Run 1, signal wires by layer:
Bar = 20 um. Two of the layers only.
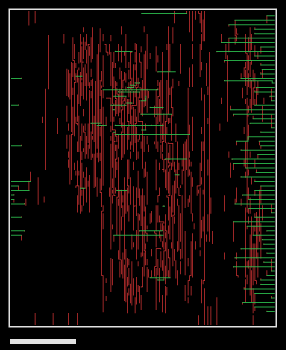
Run 1, I/O pins on the die edge:
Bar = 20 um. Pins as bars across the die edge, other pins in grey.
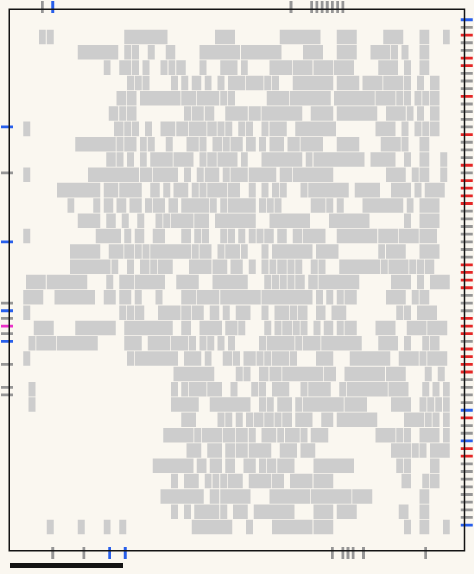
Run 1, local utilization:
8 x 10 tiles, from black (low) to pale yellow (high), 0 to 100% covered.
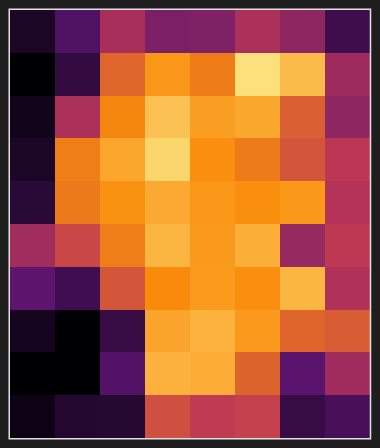
Run 1, track usage over the die:
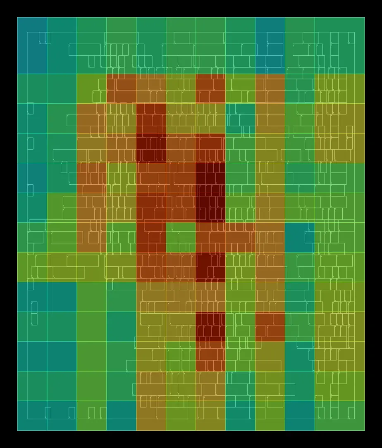
==> src/rtl/lcd_timing_pkg.sv <==
// Shared timing defaults, total-period derivation and colour-bar constants for
// the LCD timing driver and its per-axis counters.
package lcd_timing_pkg;

  localparam int CNT_W   = 11;
  localparam int CNT_MAX = (1 << CNT_W) - 1;

  function automatic int axis_total(input int sync, input int back,
                                    input int disp, input int front);
    return sync + back + disp + front;
  endfunction

  localparam int DEF_H_SYNC  = 128;
  localparam int DEF_H_BACK  = 88;
  localparam int DEF_H_DISP  = 800;
  localparam int DEF_H_FRONT = 40;
  localparam int DEF_V_SYNC  = 2;
  localparam int DEF_V_BACK  = 33;
  localparam int DEF_V_DISP  = 480;
  localparam int DEF_V_FRONT = 10;

  localparam int DEF_H_TOTAL = axis_total(DEF_H_SYNC, DEF_H_BACK, DEF_H_DISP, DEF_H_FRONT);
  localparam int DEF_V_TOTAL = axis_total(DEF_V_SYNC, DEF_V_BACK, DEF_V_DISP, DEF_V_FRONT);

  localparam int NUM_BARS = 8;

  localparam logic [23:0] BAR_WHITE   = 24'hFFFFFF;
  localparam logic [23:0] BAR_YELLOW  = 24'hFFFF00;
  localparam logic [23:0] BAR_CYAN    = 24'h00FFFF;
  localparam logic [23:0] BAR_GREEN   = 24'h00FF00;
  localparam logic [23:0] BAR_MAGENTA = 24'hFF00FF;
  localparam logic [23:0] BAR_RED     = 24'hFF0000;
  localparam logic [23:0] BAR_BLUE    = 24'h0000FF;
  localparam logic [23:0] BAR_BLACK   = 24'h000000;

  function automatic logic [23:0] bar_colour(input logic [2:0] idx);
    case (idx)
      3'd0:    return BAR_WHITE;
      3'd1:    return BAR_YELLOW;
      3'd2:    return BAR_CYAN;
      3'd3:    return BAR_GREEN;
      3'd4:    return BAR_MAGENTA;
      3'd5:    return BAR_RED;
      3'd6:    return BAR_BLUE;
      default: return BAR_BLACK;
    endcase
  endfunction

endpackage

==> src/rtl/lcd_axis_cnt.sv <==
// Wrapping counter for one display axis, decoding the sync pulse, the active
// window (optionally led by LEAD counts) and the 1-based position inside it.
module lcd_axis_cnt
  import lcd_timing_pkg::*;
#(
  parameter int SYNC  = DEF_H_SYNC,
  parameter int BACK  = DEF_H_BACK,
  parameter int DISP  = DEF_H_DISP,
  parameter int FRONT = DEF_H_FRONT,
  parameter int LEAD  = 0
) (
  input  logic             clk,
  input  logic             rst,
  input  logic             en,
  output logic             wrap,
  output logic             first,
  output logic             in_sync,
  output logic             in_win,
  output logic [CNT_W-1:0] pos
);

  localparam int               TOTAL    = axis_total(SYNC, BACK, DISP, FRONT);
  localparam logic [CNT_W-1:0] LAST     = CNT_W'(TOTAL - 1);
  localparam logic [CNT_W-1:0] SYNC_END = CNT_W'(SYNC);
  localparam logic [CNT_W-1:0] WIN_LO   = CNT_W'(SYNC + BACK - LEAD);
  localparam logic [CNT_W-1:0] WIN_HI   = CNT_W'(SYNC + BACK - LEAD + DISP);

  logic [CNT_W-1:0] cnt_q, cnt_d;

  always_comb begin
    // NOTE: every output of a combinational block gets a default up front so
    // no path leaves it unassigned, which would infer a latch.
    cnt_d   = cnt_q;
    wrap    = en && (cnt_q == LAST);
    if (wrap) begin
      cnt_d = '0;
    end else if (en) begin
      cnt_d = cnt_q + CNT_W'(1);
    end
    first   = (cnt_q == '0);
    in_sync = (cnt_q < SYNC_END);
    in_win  = (cnt_q >= WIN_LO) && (cnt_q < WIN_HI);
    pos     = in_win ? (cnt_q - WIN_LO + CNT_W'(1)) : '0;
  end

  always_ff @(posedge clk) begin
    // NOTE: state is updated with non-blocking assignments so every flop
    // samples pre-edge values regardless of statement or process order.
    if (rst) begin
      cnt_q <= '0;
    end else begin
      cnt_q <= cnt_d;
    end
  end

endmodule

==> src/rtl/lcd_timing_driver.sv <==
// Parallel-RGB LCD timing generator with registered sync/enable outputs.
// Optional colour-bar test pattern is built when LCD_TEST_PATTERN_EN is defined.
module lcd_timing_driver
  import lcd_timing_pkg::*;
#(
  parameter int H_SYNC  = DEF_H_SYNC,
  parameter int H_BACK  = DEF_H_BACK,
  parameter int H_DISP  = DEF_H_DISP,
  parameter int H_FRONT = DEF_H_FRONT,
  parameter int V_SYNC  = DEF_V_SYNC,
  parameter int V_BACK  = DEF_V_BACK,
  parameter int V_DISP  = DEF_V_DISP,
  parameter int V_FRONT = DEF_V_FRONT
) (
  input  logic             lcd_pclk,
  input  logic             rst,
`ifdef LCD_TEST_PATTERN_EN
  input  logic             test_mode,
`endif
  input  logic [23:0]      pixel_data,
  output logic [CNT_W-1:0] pixel_xpos,
  output logic [CNT_W-1:0] pixel_ypos,
  output logic [CNT_W-1:0] h_disp,
  output logic [CNT_W-1:0] v_disp,
  output logic             data_req,
  output logic             lcd_hs,
  output logic             lcd_vs,
  output logic             lcd_de,
  output logic [23:0]      lcd_rgb,
  output logic             frame_start
);

  if (axis_total(H_SYNC, H_BACK, H_DISP, H_FRONT) > CNT_MAX ||
      axis_total(V_SYNC, V_BACK, V_DISP, V_FRONT) > CNT_MAX) begin : g_bad_timing
    $error("lcd_timing_driver: axis total exceeds 11-bit counter range");
  end

  assign h_disp = CNT_W'(H_DISP);
  assign v_disp = CNT_W'(V_DISP);

  logic             h_wrap, h_first, h_in_sync, h_in_win;
  logic             v_wrap_unused, v_first, v_in_sync, v_in_win;
  logic [CNT_W-1:0] h_pos, v_pos;

  // Horizontal window leads by one pixel so coordinates go out a cycle before lcd_de.
  lcd_axis_cnt #(
    .SYNC(H_SYNC), .BACK(H_BACK), .DISP(H_DISP), .FRONT(H_FRONT), .LEAD(1)
  ) u_h_cnt (
    .clk(lcd_pclk), .rst(rst), .en(1'b1),
    .wrap(h_wrap), .first(h_first), .in_sync(h_in_sync), .in_win(h_in_win), .pos(h_pos)
  );

  lcd_axis_cnt #(
    .SYNC(V_SYNC), .BACK(V_BACK), .DISP(V_DISP), .FRONT(V_FRONT), .LEAD(0)
  ) u_v_cnt (
    .clk(lcd_pclk), .rst(rst), .en(h_wrap),
    .wrap(v_wrap_unused), .first(v_first), .in_sync(v_in_sync), .in_win(v_in_win), .pos(v_pos)
  );

  logic             lcd_hs_q, lcd_hs_d;
  logic             lcd_vs_q, lcd_vs_d;
  logic             data_req_q, data_req_d;
  logic             lcd_de_q, lcd_de_d;
  logic             frame_start_q, frame_start_d;
  logic [CNT_W-1:0] pixel_xpos_q, pixel_xpos_d;
  logic [CNT_W-1:0] pixel_ypos_q, pixel_ypos_d;

  always_comb begin
    lcd_hs_d      = ~h_in_sync;
    lcd_vs_d      = ~v_in_sync;
    data_req_d    = h_in_win && v_in_win;
    pixel_xpos_d  = data_req_d ? h_pos : '0;
    pixel_ypos_d  = data_req_d ? v_pos : '0;
    lcd_de_d      = data_req_q;
    frame_start_d = h_first && v_first;
  end

  always_ff @(posedge lcd_pclk) begin
    if (rst) begin
      lcd_hs_q      <= 1'b1;
      lcd_vs_q      <= 1'b1;
      data_req_q    <= 1'b0;
      lcd_de_q      <= 1'b0;
      frame_start_q <= 1'b0;
      pixel_xpos_q  <= '0;
      pixel_ypos_q  <= '0;
    end else begin
      lcd_hs_q      <= lcd_hs_d;
      lcd_vs_q      <= lcd_vs_d;
      data_req_q    <= data_req_d;
      lcd_de_q      <= lcd_de_d;
      frame_start_q <= frame_start_d;
      pixel_xpos_q  <= pixel_xpos_d;
      pixel_ypos_q  <= pixel_ypos_d;
    end
  end

  assign lcd_hs      = lcd_hs_q;
  assign lcd_vs      = lcd_vs_q;
  assign data_req    = data_req_q;
  assign lcd_de      = lcd_de_q;
  assign frame_start = frame_start_q;
  assign pixel_xpos  = pixel_xpos_q;
  assign pixel_ypos  = pixel_ypos_q;

  logic [23:0] rgb_src;

`ifdef LCD_TEST_PATTERN_EN
  localparam int BAR_W = H_DISP / NUM_BARS;

  logic [CNT_W-1:0] bar_idx;
  logic [23:0]      bar_q, bar_d;

  // Bar colour is looked up from the requested column and lands with lcd_de.
  always_comb begin
    bar_idx = (pixel_xpos_q - CNT_W'(1)) / CNT_W'(BAR_W);
    bar_d   = bar_colour((bar_idx > CNT_W'(NUM_BARS - 1)) ? 3'd7 : bar_idx[2:0]);
  end

  always_ff @(posedge lcd_pclk) begin
    if (rst) begin
      bar_q <= '0;
    end else begin
      bar_q <= bar_d;
    end
  end

  assign rgb_src = test_mode ? bar_q : pixel_data;
`else
  assign rgb_src = pixel_data;
`endif

  always_comb begin
    lcd_rgb = '0;
    if (lcd_de_q) begin
      lcd_rgb = rgb_src;
    end
  end

endmodule

==> config.mk <==
export PLATFORM = sky130hd
export DESIGN_NAME = lcd_timing_driver
export DESIGN_NICKNAME = d
export VERILOG_FILES = /design/src/rtl/lcd_timing_pkg.sv /design/src/rtl/lcd_axis_cnt.sv /design/src/rtl/lcd_timing_driver.sv
export SDC_FILE = /design/constraint.sdc
export NUM_CORES = 1
export LEC_CHECK = 0
export ABC_AREA = 1
export CAP_MARGIN = 20
export CORE_ASPECT_RATIO = 1.2
export CORE_MARGIN = 2
export CORE_UTILIZATION = 41
export DETAILED_ROUTE_END_ITERATION = 10
export PLACE_DENSITY = 0.74
export SLEW_MARGIN = 20
export SYNTH_ARGS = -nofsm -noshare
export SYNTH_HDL_FRONTEND = slang
export SYNTH_SLANG_ARGS = --single-unit
==> constraint.sdc <==
create_clock -name lcd_pclk -period 1.51 [get_ports lcd_pclk]
set_input_delay 0.2265 -clock lcd_pclk [delete_from_list [all_inputs] [get_ports lcd_pclk]]
set_output_delay 0.2265 -clock lcd_pclk [all_outputs]
set_load 0.02 [all_outputs]
==> results.json, run 1 <==
{
  "non_clock_inverter_count": 75,
  "reg2regPathDepth": 8,
  "cp_slowest_cell": "dfxtp_1",
  "hold_depth": 2,
  "warning_count": 31,
  "postCtsHoldBufs": 0,
  "synth_flops": 49,
  "cts_resized": 32,
  "grt_setup_unrepaired": "true",
  "syn_area_per_cell_um2": 6.86,
  "ant_nets": 0,
  "fill_cells": 614,
  "max_stage_delay_ps": 420,
  "required_ps": 1760,
  "grt_pass1_vias": 2479,
  "final_cell_mix": "nand2_1 (97), inv_1 (60), clkdlybuf4s50_1 (49), dfxtp_1 (44), nor2_1 (36)",
  "p_per_area_nw_per_um2": 573,
  "criticalPathCategory": "flip-flop to flip-flop",
  "crit_cells": 8,
  "die_area_um2": 7730,
  "dp_hpwl_um": 5100,
  "topCellsByArea": "dfxtp_1 (34%), nand2_1 (13%), inv_1 (8.1%)",
  "worst-path-buf-inv": 1,
  "finalClockSkew_ps": 11.1,
  "synth_warnings": 0,
  "leakage_nw": 2.20,
  "crit_path_max_fanout": 6,
  "finalSetupViolCount": 0,
  "final_cells": 612,
  "grt_most_used_layer": "met2",
  "fa_ha_area_frac": 0.0347,
  "place_inst": 597,
  "stdcell_area_um2": 4040,
  "numCtsBuffers": 5,
  "clk_latency_ps": 310,
  "dominant_cells": "combinational gates",
  "tapCellCount": 87,
  "viasPerCell": 4.60,
  "holdWs_ps": 424,
  "area_delta_synth_final_pct": 40.1,
  "layout.nets": 558,
  "cts_post_setup_buffers_inserted": 0,
  "clkTransAtPathRegs_ps": 100,
  "ys_area_um2": 2890,
  "layout_top_cell": "nand2_1",
  "clkbuf_count": 5,
  "hold_path_class": "flip-flop to flip-flop",
  "drc": 0,
  "antenna_found_initial": 0,
  "period_minus_slack_ps": 1490,
  "synth_cells": 421,
  "seq_area_um2": 990,
  "ys_sh_aoi": 0.0282,
  "overflow": 0,
  "hold_violations": 0,
  "synthDistinctLibCells": 30,
  "status": "finished clean",
  "comb_share": 0.394,
  "post_drt_wl_per_cell_um": 11.4,
  "logic_gate_count": 285,
  "cp_top_family": "simple AND/OR/NAND/NOR gates",
  "grt_max_degree": 26,
  "ys_cells": 421,
  "finalClockPeriodUsage": 0.985,
  "yosys.area.top_type": "dfxtp_1",
  "top_layer": "met4"
}
-- 'signal wires by layer' (at the start) --
Key: red = M2 [wire length 3480 um]; green = M3 [wire length 680 um]

-- 'I/O pins on the die edge' (at the start) --
Key: magenta = frame_start [pins 1, direction output, edge left]; blue = h_disp [pins 11, direction output, edge 4 right, 4 left, 2 bottom, 1 top]; red = pixel_data [pins 24, direction input, edge right]
die height: 95.9 um
Port Buffers: 76
Die W: 80.6 um

-- 'local utilization' (at the start) --
31% of the tiles are over 75% full. The fullest tile reaches 93%. The emptiest ninth of the die: lower left. 5.0% of the tiles are nearly empty. The mean over all tiles is 51%. The densest ninth of the die: centre.
post-layout util: 0.593
core outline area: 6810 um2

-- 'track usage over the die' (at the start) --
met2 GRT Util: 0.317
GR met3 Demand/Resource: 0.0338
gr usage total: 0.165

## run 1: cells in the mapped netlist
| master | n |
|---|---|
| nand2_1 | 101 |
| conb_1 | 2 |
| nand3_4 | 1 |
| xor2_1 | 15 |
| buf_4 | 24 |
| nand4_1 | 7 |
| nor3_1 | 6 |
| inv_2 | 12 |
| a21o_1 | 1 |
| o21ai_2 | 1 |
| nand3_1 | 29 |
| o21ai_0 | 9 |
| nor2_4 | 4 |
| buf_2 | 2 |
| or2_2 | 1 |
| clkbuf_1 | 2 |
| ha_1 | 8 |
| o21ai_1 | 1 |
| xnor2_1 | 1 |
| dfxtp_1 | 49 |
| nand2_2 | 1 |
| nand3_2 | 1 |
| nand2_4 | 2 |
| inv_1 | 62 |
| nor2_2 | 27 |
| nand3b_1 | 1 |
| clkinv_2 | 1 |
| a21oi_1 | 3 |
| buf_6 | 5 |
| nor2_1 | 42 |
## run 1: worst paths after layout
path,slack (ps),to,start
setup / recovery,20,pixel_xpos[2],u_v_cnt.cnt_q[3]
hold / removal,420,lcd_de,data_req
setup reg to reg,20,pixel_xpos[2],u_v_cnt.cnt_q[3]
hold reg to reg,420,lcd_de,data_req
## run 1: where the power goes
group | internal (mW) | switching [mW]
registers | 1.30 | 0.00750
logic | 0.105 | 0.121
clock network | 0.329 | 0.453
## run 1: per-stage QoR
step / setup TNS, ps / utilization
6_report: 0 / 0.593
5_1_grt: -1110 / 0.593
4_1_cts: 0 / 0.568
3_5_place_dp: -2980 / 0.557
3_3_place_gp: -2490 / 0.557
2_1_floorplan: 0 / -
## run 1: state kept, by name (all words and copies together), names as in the netlist
signal,cells
lcd_vs,1
lcd_hs,1
pixel_ypos,11
pixel_xpos,11
data_req,1
u_h_cnt.cnt_q,11
frame_start,1
lcd_de,1
u_v_cnt.cnt_q,11
==> run 2, diff against run 1 <==
Settings changed: REMOVE_ABC_BUFFERS from default to 1.
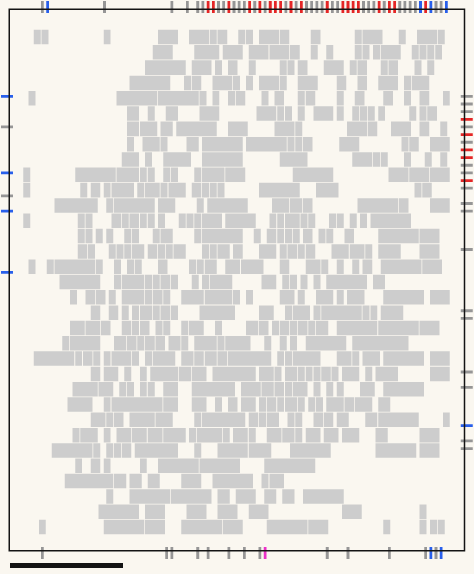
Run 2: I/O pins on the die edge
Bar = 20 um. Pins as bars across the die edge, other pins in grey.
Key: magenta = frame_start [pins 1, direction output, edge bottom]; blue = h_disp [pins 11, direction output, edge 4 top, 4 left, 2 bottom, 1 right]; red = pixel_data [pins 24, direction input, edge 19 top, 5 right]
All pins by edge: 54 top, 23 right, 16 bottom, 6 left.

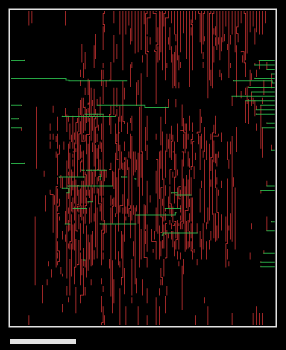
Run 2: signal wires by layer
Bar = 20 um. Two of the layers only.
Avg WL per Cell: 10.8 um
Total Routed Length: 6620 um
DR vias: 2730
gr usage total: 0.168

==> results.json, run 2 <==
{
  "stdcell_area_um2": 3970,
  "core_um2": 6810,
  "place_inst": 603,
  "seq_area_um2": 992,
  "ys_sh_aoi": 0.0282,
  "synthDistinctLibCells": 30,
  "grt_setup_unrepaired": "true",
  "cp_top_family": "simple AND/OR/NAND/NOR gates",
  "fill_cells": 633,
  "topCellsByArea": "dfxtp_1 (34%), nand2_1 (13%), inv_1 (8.1%)",
  "dp_hpwl_um": 5150,
  "leakage_nw": 2.16,
  "numCtsBuffers": 5,
  "setup_ws_ps": -33.5,
  "synthArstFlopShare": 0,
  "synth_cells": 421,
  "area_delta_synth_final_pct": 37.5,
  "final_cell_mix": "nand2_1 (98), inv_1 (61), clkdlybuf4s50_1 (50), dfxtp_1 (42), nor2_1 (40)",
  "final_cells": 614,
  "finalClockSkew_ps": 7.47,
  "common_cells": "nand2_1 (101), inv_1 (62), dfxtp_1 (49)",
  "layout.nets": 561,
  "die_area_um2": 7730,
  "required_ps": 1750,
  "grt_pass1_vias": 2489,
  "period_minus_slack_ps": 1540,
  "violations": "setup timing",
  "syn_area_per_cell_um2": 6.86,
  "ys_area_um2": 2890,
  "crit_path_max_fanout": 5,
  "yosys.area.top_type": "dfxtp_1",
  "grt_max_degree": 26,
  "cp_slowest_cell": "dfxtp_2",
  "ys_cells": 421,
  "finalSetupViolCount": 22,
  "hold_violations": 0,
  "status": "finished with violations"
}
-- run 2: layout make-up --
cell class / instances / share of cell area
timing repair buffer: 111 / 0.242
multi-input combinational: 285 / 0.388
inverter: 75 / 0.0719
clock buffer: 6 / 0.0183
sequential: 49 / 0.250
tap: 87 / 0.0274
clock inverter: 1 / 0.00221
-- run 2: per-layer routing --
metal | global-route usage | routed length (um)
met4 | 0.0593 | 113
met5 | 0 | 0
met3 | 0.0356 | 294
met1 | 0.175 | 2510
met2 | 0.326 | 3700
-- run 2: per-stage QoR --
stage | setup WS (ps) | hold slack (ps) | setup TNS, ps
2_1_floorplan | -28.9 | 299 | -431
3_3_place_gp | -99.6 | 425 | -3340
3_5_place_dp | -118 | 425 | -4030
4_1_cts | -6.42 | 436 | -31.3
5_1_grt | -117 | 446 | -2300
6_report | -33.5 | 425 | -413
-- run 2: worst paths after layout --
path                                 endpoint              from  depth (start not counted)  slack (ps)
worst max register to register  pixel_xpos[8]  u_h_cnt.cnt_q[1]                         10         -30
worst min-delay path                   lcd_de          data_req                          2         430
worst max-delay path            pixel_xpos[8]  u_h_cnt.cnt_q[1]                         10         -30
worst min register to register         lcd_de          data_req                          2         430
-- run 2: power by group --
group	leakage (nW)	switching (mW)	internal, mW
sequential	0.399	0.00844	1.30
clock	0.0412	0.408	0.321
combinational	1.72	0.121	0.111
total	2.16	0.538	1.73
-- run 2: repair_timing --
| item | 4_1_cts | 5_1_grt |
|---|---|---|
| pin swaps | 5 | 4 |
| gates cloned | 1 | 1 |
| gates resized | 44 | 68 |
| buffers inserted | 2 | 0 |
| endpoints found under the setup margin | 59 | 60 |
| endpoints found under the hold margin | 0 | 0 |
Power figures rest on the tool's default switching activity, not on a simulated workload.
